`src/rtl/tdm_pkg.sv`:
```
// rtl/tdm_pkg.sv - shared types and constants for the 4-channel TDM receiver
package tdm_pkg;

  typedef enum logic {
    HUNT = 1'b0,
    RECV = 1'b1
  } state_t;

  localparam int         NUM_CH    = 4;
  localparam logic [1:0] SLOT_LAST = 2'd3;

endpackage

```
`src/rtl/tdm_slot_ctr.sv`:
```
// rtl/tdm_slot_ctr.sv - 2-bit slot index counter with clear, load-to-1 and advance
module tdm_slot_ctr
  import tdm_pkg::*;
(
  input  logic       clk,
  input  logic       rst_n,
  input  logic       clear,
  input  logic       load_one,
  input  logic       advance,
  output logic [1:0] slot,
  output logic       last
);

  // clear wins over load, load wins over advance; advance wraps 3 -> 0
  always_ff @(posedge clk or negedge rst_n) begin
    if (!rst_n) begin
      slot <= 2'd0;
    end else if (clear) begin
      slot <= 2'd0;
    end else if (load_one) begin
      slot <= 2'd1;
    end else if (advance) begin
      slot <= slot + 2'd1;
    end
  end

  assign last = (slot == SLOT_LAST);

endmodule

```
`src/rtl/tdm_4_demux.sv`:
```
// rtl/tdm_4_demux.sv - 4-channel TDM receive demultiplexer with frame tracking and resync
module tdm_4_demux
  import tdm_pkg::*;
#(
  parameter int WIDTH = 4
) (
  input  logic             clk,
  input  logic             rst_n,
  input  logic [WIDTH-1:0] din,
  input  logic             din_valid,
  input  logic             sof,
  output logic [WIDTH-1:0] y0,
  output logic [WIDTH-1:0] y1,
  output logic [WIDTH-1:0] y2,
  output logic [WIDTH-1:0] y3,
  output logic             frame_valid,
  output logic             frame_err,
  output logic             locked,
  output logic [1:0]       slot
);

  state_t           state;
  logic [WIDTH-1:0] shadow [NUM_CH-1];
  logic             slot_last;
  logic             ctr_clear;
  logic             ctr_load;
  logic             ctr_adv;

  // Any accepted sof restarts at slot 1; mid-frame sof=0 advances; everything else parks at 0
  always_comb begin
    ctr_clear = 1'b0;
    ctr_load  = 1'b0;
    ctr_adv   = 1'b0;
    if (din_valid) begin
      if (sof) begin
        ctr_load = 1'b1;
      end else if (state == RECV && slot != 2'd0) begin
        ctr_adv = 1'b1;
      end else begin
        ctr_clear = 1'b1;
      end
    end
  end

  tdm_slot_ctr u_slot_ctr (
    .clk      (clk),
    .rst_n    (rst_n),
    .clear    (ctr_clear),
    .load_one (ctr_load),
    .advance  (ctr_adv),
    .slot     (slot),
    .last     (slot_last)
  );

  always_ff @(posedge clk or negedge rst_n) begin
    if (!rst_n) begin
      state       <= HUNT;
      shadow[0]   <= '0;
      shadow[1]   <= '0;
      shadow[2]   <= '0;
      y0          <= '0;
      y1          <= '0;
      y2          <= '0;
      y3          <= '0;
      frame_valid <= 1'b0;
      frame_err   <= 1'b0;
    end else begin
      frame_valid <= 1'b0;
      frame_err   <= 1'b0;
      if (din_valid) begin
        if (sof) begin
          // an early marker abandons the partial frame but locks onto the new one
          shadow[0] <= din;
          state     <= RECV;
          if (state == RECV && slot != 2'd0) begin
            frame_err <= 1'b1;
          end
        end else if (state == RECV) begin
          if (slot == 2'd0) begin
            frame_err <= 1'b1;
            state     <= HUNT;
          end else if (slot_last) begin
            y0          <= shadow[0];
            y1          <= shadow[1];
            y2          <= shadow[2];
            y3          <= din;
            frame_valid <= 1'b1;
          end else if (slot == 2'd1) begin
            shadow[1] <= din;
          end else begin
            shadow[2] <= din;
          end
        end
      end
    end
  end

  assign locked = (state == RECV);

endmodule

```
`config.mk`:
```
export PLATFORM = sky130hd
export DESIGN_NAME = tdm_4_demux
export DESIGN_NICKNAME = d
export VERILOG_FILES = /design/src/rtl/tdm_pkg.sv /design/src/rtl/tdm_slot_ctr.sv /design/src/rtl/tdm_4_demux.sv
export SDC_FILE = /design/constraint.sdc
export NUM_CORES = 1
export LEC_CHECK = 0
export CORE_MARGIN = 1.5
export CORE_UTILIZATION = 40
export DETAILED_ROUTE_END_ITERATION = 7
export GPL_TIMING_DRIVEN = 0
export PLACE_DENSITY = 0.69
export SYNTH_ARGS = -nofsm -noshare
export SYNTH_HDL_FRONTEND = slang
export SYNTH_HIERARCHICAL = 1
export SYNTH_SLANG_ARGS = --single-unit
export TNS_END_PERCENT = 30
```
`constraint.sdc`:
```
create_clock -name clk -period 1.9 [get_ports clk]
set_input_delay 0.475 -clock clk [delete_from_list [all_inputs] [get_ports clk]]
set_output_delay 0.475 -clock clk [all_outputs]
set_load 0.02 [all_outputs]
```
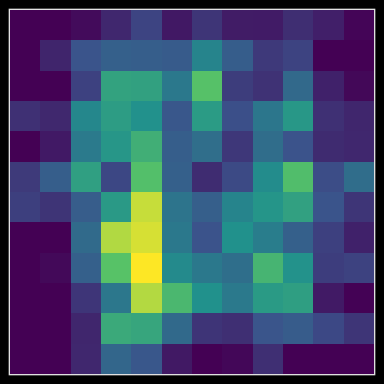
Run 1: routed metal per tile
Drawn at 6 px/um. The die is cut into 12 by 12 equal tiles; dark purple is low, yellow is high, scaled to the fullest tile. Values are wire area over tile area, all layers added.
densest ninth of the die: middle
mean over tiles: 0.099
tiles over half the peak: 20%
nearly empty tiles: 17%

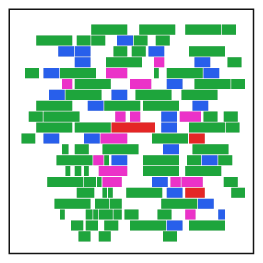
Run 1: cell sizes after repair
Drawn at 4 px/um.
[red] x6 and larger | cells: 3 | share: 2.5%
[green] x1 and smaller | cells: 79 | share: 65%
[blue] x2 | cells: 25 | share: 21%
[magenta] x3 and x4 | cells: 14 | share: 12%
area delta synth->final: 32.1%
post-route cell area: 1760 sq um
worst setup margin: 0.0572 ns

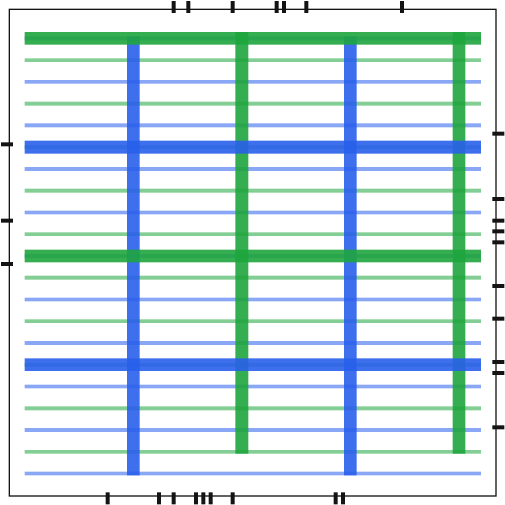
Run 1: floorplan with the power grid
Drawn at 8 px/um. Pins as bars on the die edge.
[green] VDD
[blue] VSS
rows: 20
met1 rails: 21
DIE WIDTH: 60.7 um
worst vdd ir: 642 uV
total core area: 3100 sq um
Die Y: 60.7 um

==> deck_impl_summary.md, run 1 <==
Flow Results at a Glance

Run
  • Tool warnings: 26

Clock tree
  • CTS Buf Count: 5
  • PostCTS Resize Cnt: 3
  • Hold_buf cts: 0

Logic synthesis
  • Syn Nets: 92
  • Post-synth area from yosys stat: ~1300 sq um
  • Synth area leader: dfrtp_1
  • Flip-flops with a built-in enable: 0
  • Largest type area fraction: 0.621
  • Synthesized area: roughly 1300 sq um
  • Top_reg_cell synth: dfrtp_1
  • Dominant kind of combinational cell: multiplexers

STA
  • WHS: between 0.15 and 0.2 ns
  • Skew final: between 0.003 and 0.004 ns
  • Final setup vio count: 0

Finish
  • Final clock-cell share: 0.0484
  • Share of layout cells above drive strength 1: 0.347
  • Comb area share: 0.276
  • Antenna diodes: 0
  • Flip-flops: 33
  • Register Area: a little over 800 sq um

Global route
  • Gr usage total: 0.144
  • Met1 usage: 0.169
  • Initial antenna violation count: 0
  • GRT Residual Overflow: 0

Routing
  • Wire length on met1: ~980 um
  • DRT iter0 DRCs: 16
  • Vias per std cell: ~4.7
  • Routed wire length on met2: ~1.1 mm

Placement
  • RePlAce Congestion: slightly above 0.7

Outcome
  • Status: finished clean

Setup path
  • Crit path launch type: primary input
  • Reg-to-Reg Start: u_slot_ctr/slot[0]$_DFFE_PN0P_
  • Crit path DAT: just over 2 ns
  • Buf/Inv on CP: 1
  • Crit-path max cell delay: a little under 0.6 ns

Pwr
  • Total power draw: between 2000 and 3000 uW
  • Pleak: 0.000831 uW
  • Switching portion of total power: 0.309
  • Internal cell power: 1850 uW
  • Comb power frac: 0.375

Floorplan
  • Cell Rows: 20
==> run 1 -> run 2 <==
--- a/config.mk
+++ b/config.mk
@@ -9,6 +9,7 @@
 export CORE_UTILIZATION = 40
 export DETAILED_ROUTE_END_ITERATION = 7
 export GPL_TIMING_DRIVEN = 0
+export HOLD_SLACK_MARGIN = 0.02
 export PLACE_DENSITY = 0.69
 export SYNTH_ARGS = -nofsm -noshare
 export SYNTH_HDL_FRONTEND = slang
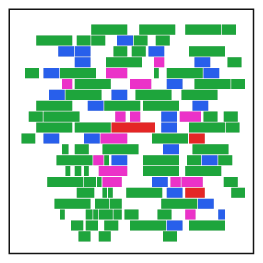
Run 2: cell sizes after repair
Drawn at 4 px/um.
[red] x6 and larger | cells: 3 | share: 2.5%
[magenta] x3 and x4 | cells: 14 | share: 12%
[green] x1 and smaller | cells: 79 | share: 65%
[blue] x2 | cells: 25 | share: 21%

==> run 2 against run 1 <==
Non-clock buffer count stayed put. Final area stayed put. Wire length stayed put. Combinational power hardly changed. Sequential power hardly changed. Via count stayed put. Total power stayed put. Critical endpoint unchanged. Cell count stayed put. Area after synthesis stayed put. Clock power hardly changed. Sequential share of layout area stayed put.
==> deck_impl_summary.md, run 2 <==
Flow Results at a Glance

Setup path
  • Buf/Inv on CP: 1 (unchanged)
  • Crit path launch type: primary input (unchanged)
  • Crit path DAT: 2.07 ns (about the same)

Logic synthesis
  • Synthesized area: 1330 sq um (unchanged)
  • Syn Nets: 92 (unchanged)
  • Dominant kind of combinational cell: multiplexers (unchanged)

Floorplan
  • Total core area: 3100 sq um (unchanged)
  • Die Y: 60.7 um (unchanged)

Finish
  • Post-route cell area: 1760 sq um (unchanged)
  • Area delta synth->final: 32.1% (unchanged)
  • Register Area: 826 sq um (unchanged)

STA
  • Worst setup margin: 0.0572 ns (unchanged)
  • WHS: 0.177 ns (unchanged)

Placement
  • RePlAce Congestion: 0.708 (unchanged)

Global route
  • Met1 usage: 0.169 (unchanged)
  • GRT Residual Overflow: 0 (unchanged)

Pwr
  • Switching portion of total power: 0.309 (unchanged)
  • Worst vdd ir: 642 uV (unchanged)
  • Pleak: 0.000831 uW (unchanged)

Routing
  • Wire length on met1: 982 um (unchanged)

Outcome
  • Status: finished clean (unchanged)
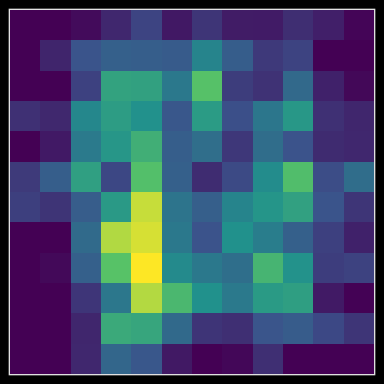
Run 2: routed metal per tile
Drawn at 6 px/um. The die is cut into 12 by 12 equal tiles; dark purple is low, yellow is high, scaled to the fullest tile. Values are wire area over tile area, all layers added.
fullest tile: 0.35
densest ninth of the die: middle
nearly empty tiles: 17%

==> run 2 -> run 3 <==
--- a/config.mk
+++ b/config.mk
@@ -11,6 +11,7 @@
 export GPL_TIMING_DRIVEN = 0
 export HOLD_SLACK_MARGIN = 0.02
 export PLACE_DENSITY = 0.69
+export SETUP_SLACK_MARGIN = 0.3
 export SYNTH_ARGS = -nofsm -noshare
 export SYNTH_HDL_FRONTEND = slang
 export SYNTH_HIERARCHICAL = 1
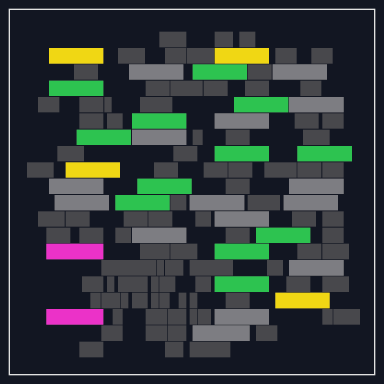
Run 3: sequential cells grouped by signal name
Drawn at 6 px/um.
[yellow] y2 | flops: 4
[magenta] u_slot_ctr/slot | flops: 2
[green] shadow | flops: 12
not coloured: 15

==> run 3 against run 2 <==
Via count rose by 3.7%. Combinational power about the same. Clock power shrank 26%. First-iteration DRC count is 13% higher. Core utilization rose by 1.1 points. Clock skew rose by 0.013 ns. Worst hold slack got worse by 0.0099 ns. Total power fell by 4.2%. Critical endpoint is now y3[0]. Largest cell class unchanged.
==> deck_impl_summary.md, run 3 <==
Flow Results at a Glance

Outcome
  • Status: finished clean (unchanged)

STA
  • Worst setup margin: 0.140 ns (was 0.0572 ns)
  • Skew final: 0.0166 ns (was 0.00352 ns)
  • WHS: 0.167 ns (was 0.177 ns)
  • Final setup vio count: 0 (unchanged)

Clock tree
  • CTS Buf Count: 5 (unchanged)
  • CTS clk-pin slew, worst paths: 0.11 ns (was 0.10 ns)
  • PostCTS Resize Cnt: 10 (was 3)
  • Hold_buf cts: 0 (unchanged)
  • Root Driver: clkbuf_4 (unchanged)

Floorplan
  • Die Y: 60.7 um (unchanged)
  • DIE WIDTH: 60.7 um (unchanged)
  • Cell Rows: 20 (unchanged)
  • Total core area: 3100 sq um (unchanged)

Finish
  • Post-route cell area: 1790 sq um (was 1760 sq um)
  • Share of layout cells above drive strength 1: 0.398 (was 0.347)
  • Final clock-cell share: 0.0307 (was 0.0484)
  • Area delta synth->final: 34.7% (was 32.1%)
  • Register Area: 830 sq um (was 826 sq um)
  • Antenna diodes: 0 (unchanged)
  • Comb area share: 0.278 (was 0.276)
  • Flip-flops: 33 (unchanged)

Routing
  • Routed wire length on met2: 1.23 mm (was 1.12 mm)
  • Wire length on met1: 1.04 mm (was 982 um)
  • Vias per std cell: 4.86 (was 4.75)
  • DRT iter0 DRCs: 18 (was 16)

Global route
  • Met1 usage: 0.181 (was 0.169)
  • Gr usage total: 0.156 (was 0.144)
  • Initial antenna violation count: 0 (unchanged)
  • GRT Residual Overflow: 0 (unchanged)

Pwr
  • Pleak: 0.00102 uW (was 0.000831 uW)
  • Worst vdd ir: 624 uV (was 642 uV)
  • Comb power frac: 0.400 (was 0.375)
  • Total power draw: 2560 uW (was 2670 uW)
  • Seq group: 1140 uW (was 1120 uW)

Logic synthesis
  • Top_reg_cell synth: dfrtp_1 (unchanged)
  • Largest type area fraction: 0.621 (unchanged)
  • Synthesized area: 1330 sq um (unchanged)
  • Syn Nets: 92 (unchanged)
  • Flip-flops with a built-in enable: 0 (unchanged)
  • Post-synth area from yosys stat: 1330 sq um (unchanged)
  • Dominant kind of combinational cell: multiplexers (unchanged)
  • Synth area leader: dfrtp_1 (unchanged)

Run
  • Tool warnings: 29 (was 26)

Setup path
  • Crit path launch type: flip-flop (was primary input)
  • Crit-path max cell delay: 0.60 ns (was 0.59 ns)
  • Buf/Inv on CP: 1 (unchanged)
  • WP data required: 1.42 ns (was 2.13 ns)
  • Crit path DAT: 1.29 ns (was 2.07 ns)

Placement
  • RePlAce Congestion: 0.662 (was 0.708)
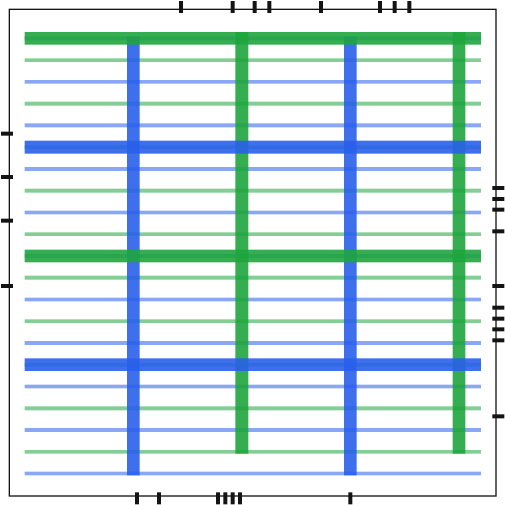
Run 3: floorplan with the power grid
Drawn at 8 px/um. Pins as bars on the die edge.
[blue] VSS
[green] VDD
met4 straps: 4
rows: 20
met5 straps: 4
met1 rails: 21

Power and IR drop assume default switching activity.
